[config.mk]
export PLATFORM = sky130hd
export DESIGN_NAME = if_fetch
export DESIGN_NICKNAME = d
export VERILOG_FILES = /design/src/rtl/if_pkg.sv /design/src/rtl/if_fifo.sv /design/src/rtl/if_fetch.sv
export SDC_FILE = /design/constraint.sdc
export NUM_CORES = 1
export LEC_CHECK = 0
export ABC_CLOCK_PERIOD_IN_PS = 3650
export CAP_MARGIN = 20
export CORE_ASPECT_RATIO = 1.25
export CORE_MARGIN = 3
export CORE_UTILIZATION = 40
export DETAILED_ROUTE_END_ITERATION = 8
export PLACE_DENSITY = 0.71
export SKIP_CTS_REPAIR_TIMING = 1
export SLEW_MARGIN = 20
export SYNTH_ARGS = -nofsm -noshare
export SYNTH_HDL_FRONTEND = slang
export SYNTH_SLANG_ARGS = --single-unit
[constraint.sdc]
create_clock -name clk -period 3.65 [get_ports clk]
set_input_delay 1.095 -clock clk [delete_from_list [all_inputs] [get_ports clk]]
set_output_delay 1.095 -clock clk [all_outputs]
set_load 0.02 [all_outputs]
[src/rtl/if_pkg.sv]
// rtl/if_pkg.sv - shared constants, entry type and depth selection for the fetch stage
//
// Configuration macro: IF_PREFETCH_EN
//   defined   -> DEPTH = 2 (two-entry queue, up to two requests in flight)
//   undefined -> DEPTH = 1 (single entry, one request in flight)
package if_pkg;

`ifdef IF_PREFETCH_EN
    localparam int DEPTH = 2;
`else
    localparam int DEPTH = 1;
`endif

    localparam int CNT_W   = $clog2(DEPTH + 1);
    localparam int INSTR_W = 17;
    localparam int PC_W    = 16;

    localparam logic [INSTR_W-1:0] NOOP_INSTR = 17'h00000;
    localparam logic [4:0]         HLT_OPC    = 5'b11111;
    localparam logic [PC_W-1:0]    RESET_PC   = 16'h0000;

    // One queued fetch result: the instruction and the PC that follows it.
    typedef struct packed {
        logic [INSTR_W-1:0] instr;
        logic [PC_W-1:0]    nxt_pc;
    } fetch_entry_t;

    // Opcode lives in the top five bits of the instruction word.
    function automatic logic is_hlt(input logic [INSTR_W-1:0] i);
        return i[INSTR_W-1 -: 5] == HLT_OPC;
    endfunction

endpackage

[src/rtl/if_fifo.sv]
// rtl/if_fifo.sv - small flushable FIFO holding fetched instructions
//
// Ports:
//   clk, rst_n     clock, asynchronous active-low reset
//   flush_i        empty the queue (wins over push and pop)
//   push_i         write push_data_i (ignored when full unless popping)
//   push_data_i    entry to write
//   pop_i          drop the head entry (ignored when empty)
//   full_o         queue holds DEPTH entries
//   empty_o        queue holds no entries
//   head_o         oldest entry (undefined content when empty)
//   count_o        current occupancy
module if_fifo #(
    parameter  int DEPTH = 2,
    parameter  int W     = 33,
    localparam int CNT_W = $clog2(DEPTH + 1),
    localparam int PTR_W = (DEPTH > 1) ? $clog2(DEPTH) : 1
) (
    input  logic             clk,
    input  logic             rst_n,
    input  logic             flush_i,
    input  logic             push_i,
    input  logic [W-1:0]     push_data_i,
    input  logic             pop_i,
    output logic             full_o,
    output logic             empty_o,
    output logic [W-1:0]     head_o,
    output logic [CNT_W-1:0] count_o
);

    // Storage is sized to the full pointer range so every pointer value indexes a real slot.
    logic [W-1:0]     mem_q [2**PTR_W];
    logic [PTR_W-1:0] rd_ptr_q, rd_ptr_d;
    logic [PTR_W-1:0] wr_ptr_q, wr_ptr_d;
    logic [CNT_W-1:0] count_q, count_d;
    logic             do_push, do_pop;

    function automatic logic [PTR_W-1:0] ptr_inc(input logic [PTR_W-1:0] p);
        return (p == PTR_W'(DEPTH - 1)) ? '0 : p + PTR_W'(1);
    endfunction

    assign full_o  = (count_q == CNT_W'(DEPTH));
    assign empty_o = (count_q == '0);
    assign head_o  = mem_q[rd_ptr_q];
    assign count_o = count_q;

    // A push into a full queue is accepted only when the head leaves in the same cycle.
    assign do_pop  = pop_i && !empty_o;
    assign do_push = push_i && (!full_o || do_pop);

    always_comb begin
        rd_ptr_d = rd_ptr_q;
        wr_ptr_d = wr_ptr_q;
        count_d  = count_q;
        if (flush_i) begin
            rd_ptr_d = '0;
            wr_ptr_d = '0;
            count_d  = '0;
        end else begin
            if (do_push) wr_ptr_d = ptr_inc(wr_ptr_q);
            if (do_pop)  rd_ptr_d = ptr_inc(rd_ptr_q);
            case ({do_push, do_pop})
                2'b10:   count_d = count_q + CNT_W'(1);
                2'b01:   count_d = count_q - CNT_W'(1);
                default: count_d = count_q;
            endcase
        end
    end

    always_ff @(posedge clk or negedge rst_n) begin
        if (!rst_n) begin
            rd_ptr_q <= '0;
            wr_ptr_q <= '0;
            count_q  <= '0;
        end else begin
            rd_ptr_q <= rd_ptr_d;
            wr_ptr_q <= wr_ptr_d;
            count_q  <= count_d;
        end
    end

    always_ff @(posedge clk) begin
        if (do_push && !flush_i) begin
            mem_q[wr_ptr_q] <= push_data_i;
        end
    end

endmodule

[src/rtl/if_fetch.sv]
// rtl/if_fetch.sv - instruction fetch stage with in-order prefetch queue, redirect squash and halt
//
// Configuration macro: IF_PREFETCH_EN (selects DEPTH in if_pkg: 2 when defined, 1 otherwise)
//
// Ports:
//   clk, rst_n          clock, asynchronous active-low reset
//   stall_IM_ID         decode is not consuming this cycle
//   flow_change_ID_EX   taken branch/jump; redirect fetch to dst_ID_EX
//   dst_ID_EX           redirect target PC
//   im_req, im_addr     instruction-memory read request and word address
//   im_rdy              memory accepts the request this cycle
//   im_rvalid, im_rdata in-order read response
//   instr, nxt_pc       instruction presented to decode and its PC + 1
//   halted              fetch stopped after popping an HLT
module if_fetch
    import if_pkg::*;
(
    input  logic               clk,
    input  logic               rst_n,
    input  logic               stall_IM_ID,
    input  logic               flow_change_ID_EX,
    input  logic [PC_W-1:0]    dst_ID_EX,
    output logic               im_req,
    output logic [PC_W-1:0]    im_addr,
    input  logic               im_rdy,
    input  logic               im_rvalid,
    input  logic [INSTR_W-1:0] im_rdata,
    output logic [INSTR_W-1:0] instr,
    output logic [PC_W-1:0]    nxt_pc,
    output logic               halted
);

    logic [PC_W-1:0]  fpc_q, fpc_d;
    logic [CNT_W-1:0] inflight_q, inflight_d;
    logic [CNT_W-1:0] squash_q, squash_d;
    logic             halted_q, halted_d;

    logic             fifo_push, fifo_pop, fifo_full, fifo_empty;
    logic [CNT_W-1:0] fifo_count;
    fetch_entry_t     fifo_wdata, fifo_head;

    logic [CNT_W:0]   occ_sum;
    logic             accept;
    logic [PC_W-1:0]  resp_pc;

    // Requests plus queued entries may never exceed DEPTH, so every response has a slot.
    assign occ_sum = {1'b0, inflight_q} + {1'b0, fifo_count};
    assign im_req  = rst_n && !halted_q && !flow_change_ID_EX &&
                     (occ_sum < (CNT_W+1)'(DEPTH));
    assign im_addr = fpc_q;
    assign accept  = im_req && im_rdy;

    // Requests since the last redirect are sequential and responses are in order, so the
    // oldest live request sits inflight_q words behind fpc. Stale ones are already squashed
    // whenever this value is used.
    assign resp_pc = fpc_q - PC_W'(inflight_q);

    // The response arriving in a redirect cycle belongs to the old path and is dropped.
    assign fifo_push  = im_rvalid && (squash_q == '0) && !flow_change_ID_EX &&
                        (!fifo_full || fifo_pop);
    assign fifo_wdata = '{instr: im_rdata, nxt_pc: resp_pc + PC_W'(1)};
    assign fifo_pop   = !fifo_empty && !stall_IM_ID && !flow_change_ID_EX;

    assign instr   = (!fifo_empty && !flow_change_ID_EX) ? fifo_head.instr  : NOOP_INSTR;
    assign nxt_pc  = (!fifo_empty && !flow_change_ID_EX) ? fifo_head.nxt_pc : fpc_q;
    assign halted  = halted_q;

    always_comb begin
        fpc_d      = fpc_q;
        inflight_d = inflight_q;
        squash_d   = squash_q;
        halted_d   = halted_q;

        if (flow_change_ID_EX) begin
            fpc_d = dst_ID_EX;
        end else if (accept) begin
            fpc_d = fpc_q + PC_W'(1);
        end

        case ({accept, im_rvalid})
            2'b10:   inflight_d = inflight_q + CNT_W'(1);
            2'b01:   inflight_d = inflight_q - CNT_W'(1);
            default: inflight_d = inflight_q;
        endcase

        // On redirect every outstanding request is stale; the one returning now is
        // already being discarded, so it is not counted again.
        if (flow_change_ID_EX) begin
            if (im_rvalid && (inflight_q != '0)) begin
                squash_d = inflight_q - CNT_W'(1);
            end else begin
                squash_d = inflight_q;
            end
        end else if (im_rvalid && (squash_q != '0)) begin
            squash_d = squash_q - CNT_W'(1);
        end

        if (fifo_pop && is_hlt(fifo_head.instr)) begin
            halted_d = 1'b1;
        end
    end

    always_ff @(posedge clk or negedge rst_n) begin
        if (!rst_n) begin
            fpc_q      <= RESET_PC;
            inflight_q <= '0;
            squash_q   <= '0;
            halted_q   <= 1'b0;
        end else begin
            fpc_q      <= fpc_d;
            inflight_q <= inflight_d;
            squash_q   <= squash_d;
            halted_q   <= halted_d;
        end
    end

    if_fifo #(
        .DEPTH (DEPTH),
        .W     ($bits(fetch_entry_t))
    ) u_fifo (
        .clk         (clk),
        .rst_n       (rst_n),
        .flush_i     (flow_change_ID_EX),
        .push_i      (fifo_push),
        .push_data_i (fifo_wdata),
        .pop_i       (fifo_pop),
        .full_o      (fifo_full),
        .empty_o     (fifo_empty),
        .head_o      (fifo_head),
        .count_o     (fifo_count)
    );

endmodule
==> out/results.txt, run 1 <==
status -> finished clean
Top Usage Layer GRT -> met2
Top non-seq family -> simple AND/OR/NAND/NOR gates
Peak Freq -> 284 MHz
Reg-to-Reg Start -> im_addr[0]$_DFFE_PN0P_
Crit-path slowest cell -> clkdlybuf4s50_1
Die X -> 85.6 um
Final Max-Slew Violation Tally -> 0
inverters -> 19
Comb gates -> 221
Comb area -> 1570 um^2
Top Ports -> 90
ys flops -> 53
Iteration-0 DRC Markers -> 106
AO/OA Area Share -> 13.9%
hold crit path type -> flop to flop
yosys warns -> 0
clock-cell share of area -> 2.13%
IO buf count -> 89
flop share of the area -> 33.8%
CP Class -> input port to output port
Syn Std Cell Area -> 3170 um^2
register share after synthesis -> 47.1%
critical path arrival -> 2430 ps
TritonCTS Sinks -> 53
syn_nets -> 372
Worst path max stage delay -> 430 ps
Setup TNS Final -> 0 ps
WHS -> 505 ps
EDFF count, synth -> 33
global placer's final weighted congestion -> 0.848
gr usage total -> 17.5%
xor/xnor cell area share of the yosys netlist -> 6.08%
largest power group -> registers
number of flip-flops in the largest register -> 33
clock network power -> 343 uW
R2R depth -> 9
MUX area fraction -> 1.70%
Die Size -> 9030 um^2
P_comb -> 651 uW
adder share -> 11.4%
Worst slew margin -> 54.3%
Startpoint Class -> input port
number of cells in Yosys stat -> 304
final net count -> 467
unrepaired setup endpoints after global routing -> false
tool warnings -> 39
First-pass DRT Iterations -> 4
Final Total Pwr -> 1790 uW
Most common reg cell -> edfxtp_1
mean cell area of the mapped netlist -> 10.4 um^2
worst skew pair latency -> 310 ps
Cells after Synth -> 304
worst-path fanout max -> 31
r2r setup slk -> 1010 ps
Finished Layout Cells -> 492
Antenna Nets Post-Route -> 0
first-pass GRT wire length -> 12600 um
M1 WL -> 3460 um
fillers -> 678
worst slack at placement -> -253 ps
die height -> 106 um
Seq cells -> 53
number of cells on the critical path -> 5
Largest Register -> u_fifo.mem_q
Int Pwr -> 1190 uW
worst path cell trace -> clkdlybuf4s50_1 -> nor2b_2 -> buf_12 -> mux2_2 -> dlymetal6s2s_1
Async SR Flop Fraction -> 37.7%
top-count cell post-synth -> edfxtp_1
CTS root buf -> clkbuf_8
sequential power -> 793 uW
clock-pin slew on the worst setup and hold paths -> 90 ps
AND/OR/NAND/NOR Cells, Area Fraction -> 15.8%
Cells after DPL -> 484
Max IR drop VDD -> 195 uV
hold path start -> u_fifo.mem_q[0][31]$_DFFE_PP_
met3 usage in global routing -> 2.89%
Buf/Inv on CP -> 3
pin count of the biggest net entering global routing -> 32
Top Layout Cells -> clkdlybuf4s50_1 (55), dlymetal6s2s_1 (34), edfxtp_1 (33), nand2_1 (32), ha_1 (29)
Tmin final -> 3530 ps
Top cell area share -> 31.3%
endpoint of the worst hold path -> halted$_DFFE_PN0P_
Hold Path Depth -> 1
Post-DP Area -> 4240 um^2
combinational share of cell area -> 35.5%
Post-synth area hogs -> edfxtp_1 (31%), dfrtp_1 (16%), ha_1 (11%)
Run 1, the clock network:
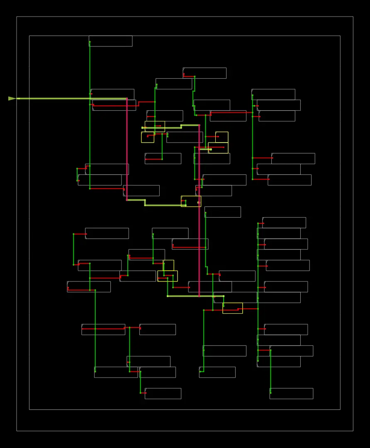
TritonCTS buffer count: 5
Worst Skew: 10.1 ps
clock buf count: 5

Run 1, met2 routing:
Cells faint in the background.
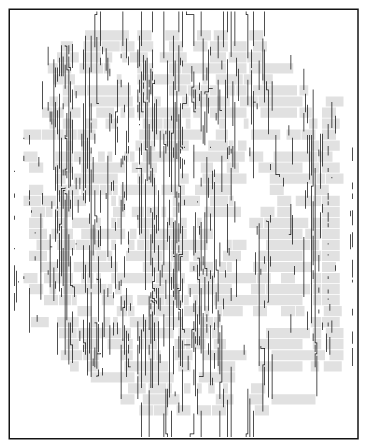
main direction = vertical
nets with wire on the layer = 368
via count: 2524
final WL: 7420 um
met2 usage: 28.9%

Run 1, sizing map:
Scale bar: 20 um.
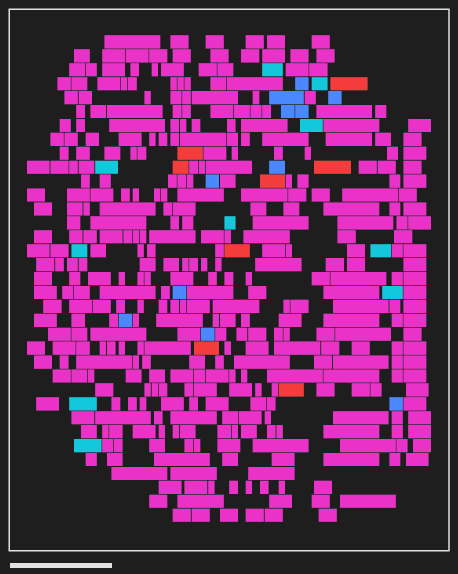
_2 cells -> cyan  # cells 10, share 2.5%
_0 and _1 cells -> magenta  # cells 371, share 93%
_3 and _4 cells -> blue  # cells 11, share 2.8%
_6 and larger -> red  # cells 8, share 2.0%
fin worst setup slack: 123 ps
nonclk buf count: 99
Finished Cell Area: 4410 um^2
Area Overhead vs Synth: 39.3%

==> run 2, diff against run 1 <==
--- a/config.mk
+++ b/config.mk
@@ -5,13 +5,13 @@
 export SDC_FILE = /design/constraint.sdc
 export NUM_CORES = 1
 export LEC_CHECK = 0
-export ABC_CLOCK_PERIOD_IN_PS = 3650
+export ABC_CLOCK_PERIOD_IN_PS = 4410
 export CAP_MARGIN = 20
 export CORE_ASPECT_RATIO = 1.25
 export CORE_MARGIN = 3
 export CORE_UTILIZATION = 40
 export DETAILED_ROUTE_END_ITERATION = 8
-export PLACE_DENSITY = 0.71
+export PLACE_DENSITY = 0.68
 export SKIP_CTS_REPAIR_TIMING = 1
 export SLEW_MARGIN = 20
 export SYNTH_ARGS = -nofsm -noshare
==> constraint.sdc (replaced) <==
create_clock -name clk -period 4.41 [get_ports clk]
set_input_delay 1.323 -clock clk [delete_from_list [all_inputs] [get_ports clk]]
set_output_delay 1.323 -clock clk [all_outputs]
set_load 0.02 [all_outputs]
Run 2, routed metal, one colour a layer:
Two of the layers only.
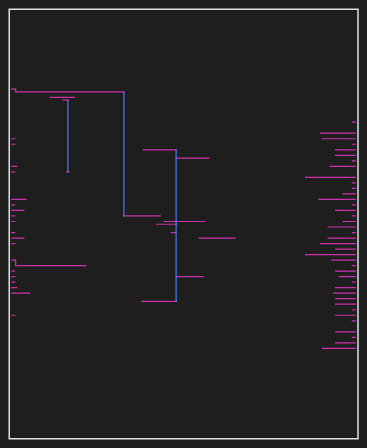
metal 4 -> blue  # wire length 85.7 um
metal 3 -> magenta  # wire length 314 um
wire per inst: 15.3 um
gr usage total: 16.9%
final WL: 7460 um

Run 2, met2 routing:
Cells faint in the background.
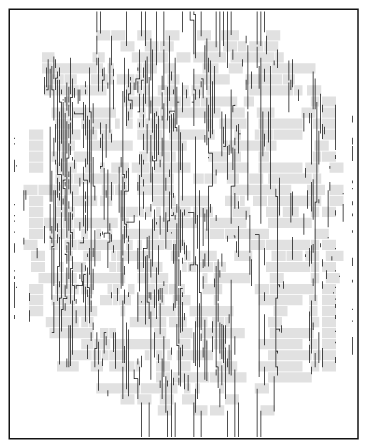
longest straight run = 45.9 um
nets with wire on the layer = 381

==> run 2 against run 1 <==
  * Critical path depth up 1
  * Largest cell class unchanged
  * Clock skew rose by 1.4 ps
  * Critical endpoint is now nxt_pc[9]
  * Via count up 0.87%
  * Wire length grew 0.46%
  * Area after synthesis unchanged
  * Clock power is 2% lower
  * Worst setup slack worse by 24 ps
  * Power fell by 14%
==> out/results.txt, run 2 <==
Hold Path Depth -> 1 (unchanged)
syn_nets -> 372 (unchanged)
via count -> 2546 (+0.87%)
status -> finished clean
AO/OA Area Share -> 13.9% (unchanged)
pin count of the biggest net entering global routing -> 47 (+47%)
Int Pwr -> 1040 uW (-12%)
P_comb -> 544 uW (-16%)
Peak Freq -> 232 MHz
Reg-to-Reg Start -> im_addr[0]$_DFFE_PN0P_
flop share of the area -> 34.4% (+0.62 points)
Cells after DPL -> 481 (-0.62%)
critical path arrival -> 2990 ps (+560 ps)
ys flops -> 53 (unchanged)
Setup TNS Final -> 0 ps (unchanged)
Seq cells -> 53 (unchanged)
nonclk buf count -> 96 (-3.0%)
first-pass GRT wire length -> 12300 um (-2.7%)
Post-DP Area -> 4210 um^2 (-0.53%)
Finished Cell Area -> 4330 um^2 (-1.8%)
AND/OR/NAND/NOR Cells, Area Fraction -> 15.8% (unchanged)
Top Usage Layer GRT -> met2
final net count -> 464 (-0.64%)
R2R depth -> 9 (unchanged)
clock-cell share of area -> 2.57% (+0.44 points)
unrepaired setup endpoints after global routing -> false
mean cell area of the mapped netlist -> 10.4 um^2 (unchanged)
inverters -> 19 (unchanged)
combinational share of cell area -> 36.1% (+0.66 points)
Cells after Synth -> 304 (unchanged)
global placer's final weighted congestion -> 0.889 (+4.8%)
IO buf count -> 89 (unchanged)
MUX area fraction -> 1.70% (unchanged)
worst skew pair latency -> 310 ps (about the same)
adder share -> 11.4% (unchanged)
largest power group -> registers
TritonCTS buffer count -> 5 (unchanged)
fin worst setup slack -> 99.1 ps (-23.8 ps)
Largest Register -> u_fifo.mem_q
yosys warns -> 0 (unchanged)
Tmin final -> 4310 ps
First-pass DRT Iterations -> 4 (unchanged)
Top cell area share -> 31.3% (unchanged)
hold path start -> u_fifo.mem_q[0][31]$_DFFE_PP_
Antenna Nets Post-Route -> 0 (unchanged)
Comb gates -> 221 (unchanged)
Buf/Inv on CP -> 3 (unchanged)
No activity file was given, so power comes from the tool's default toggle rates.
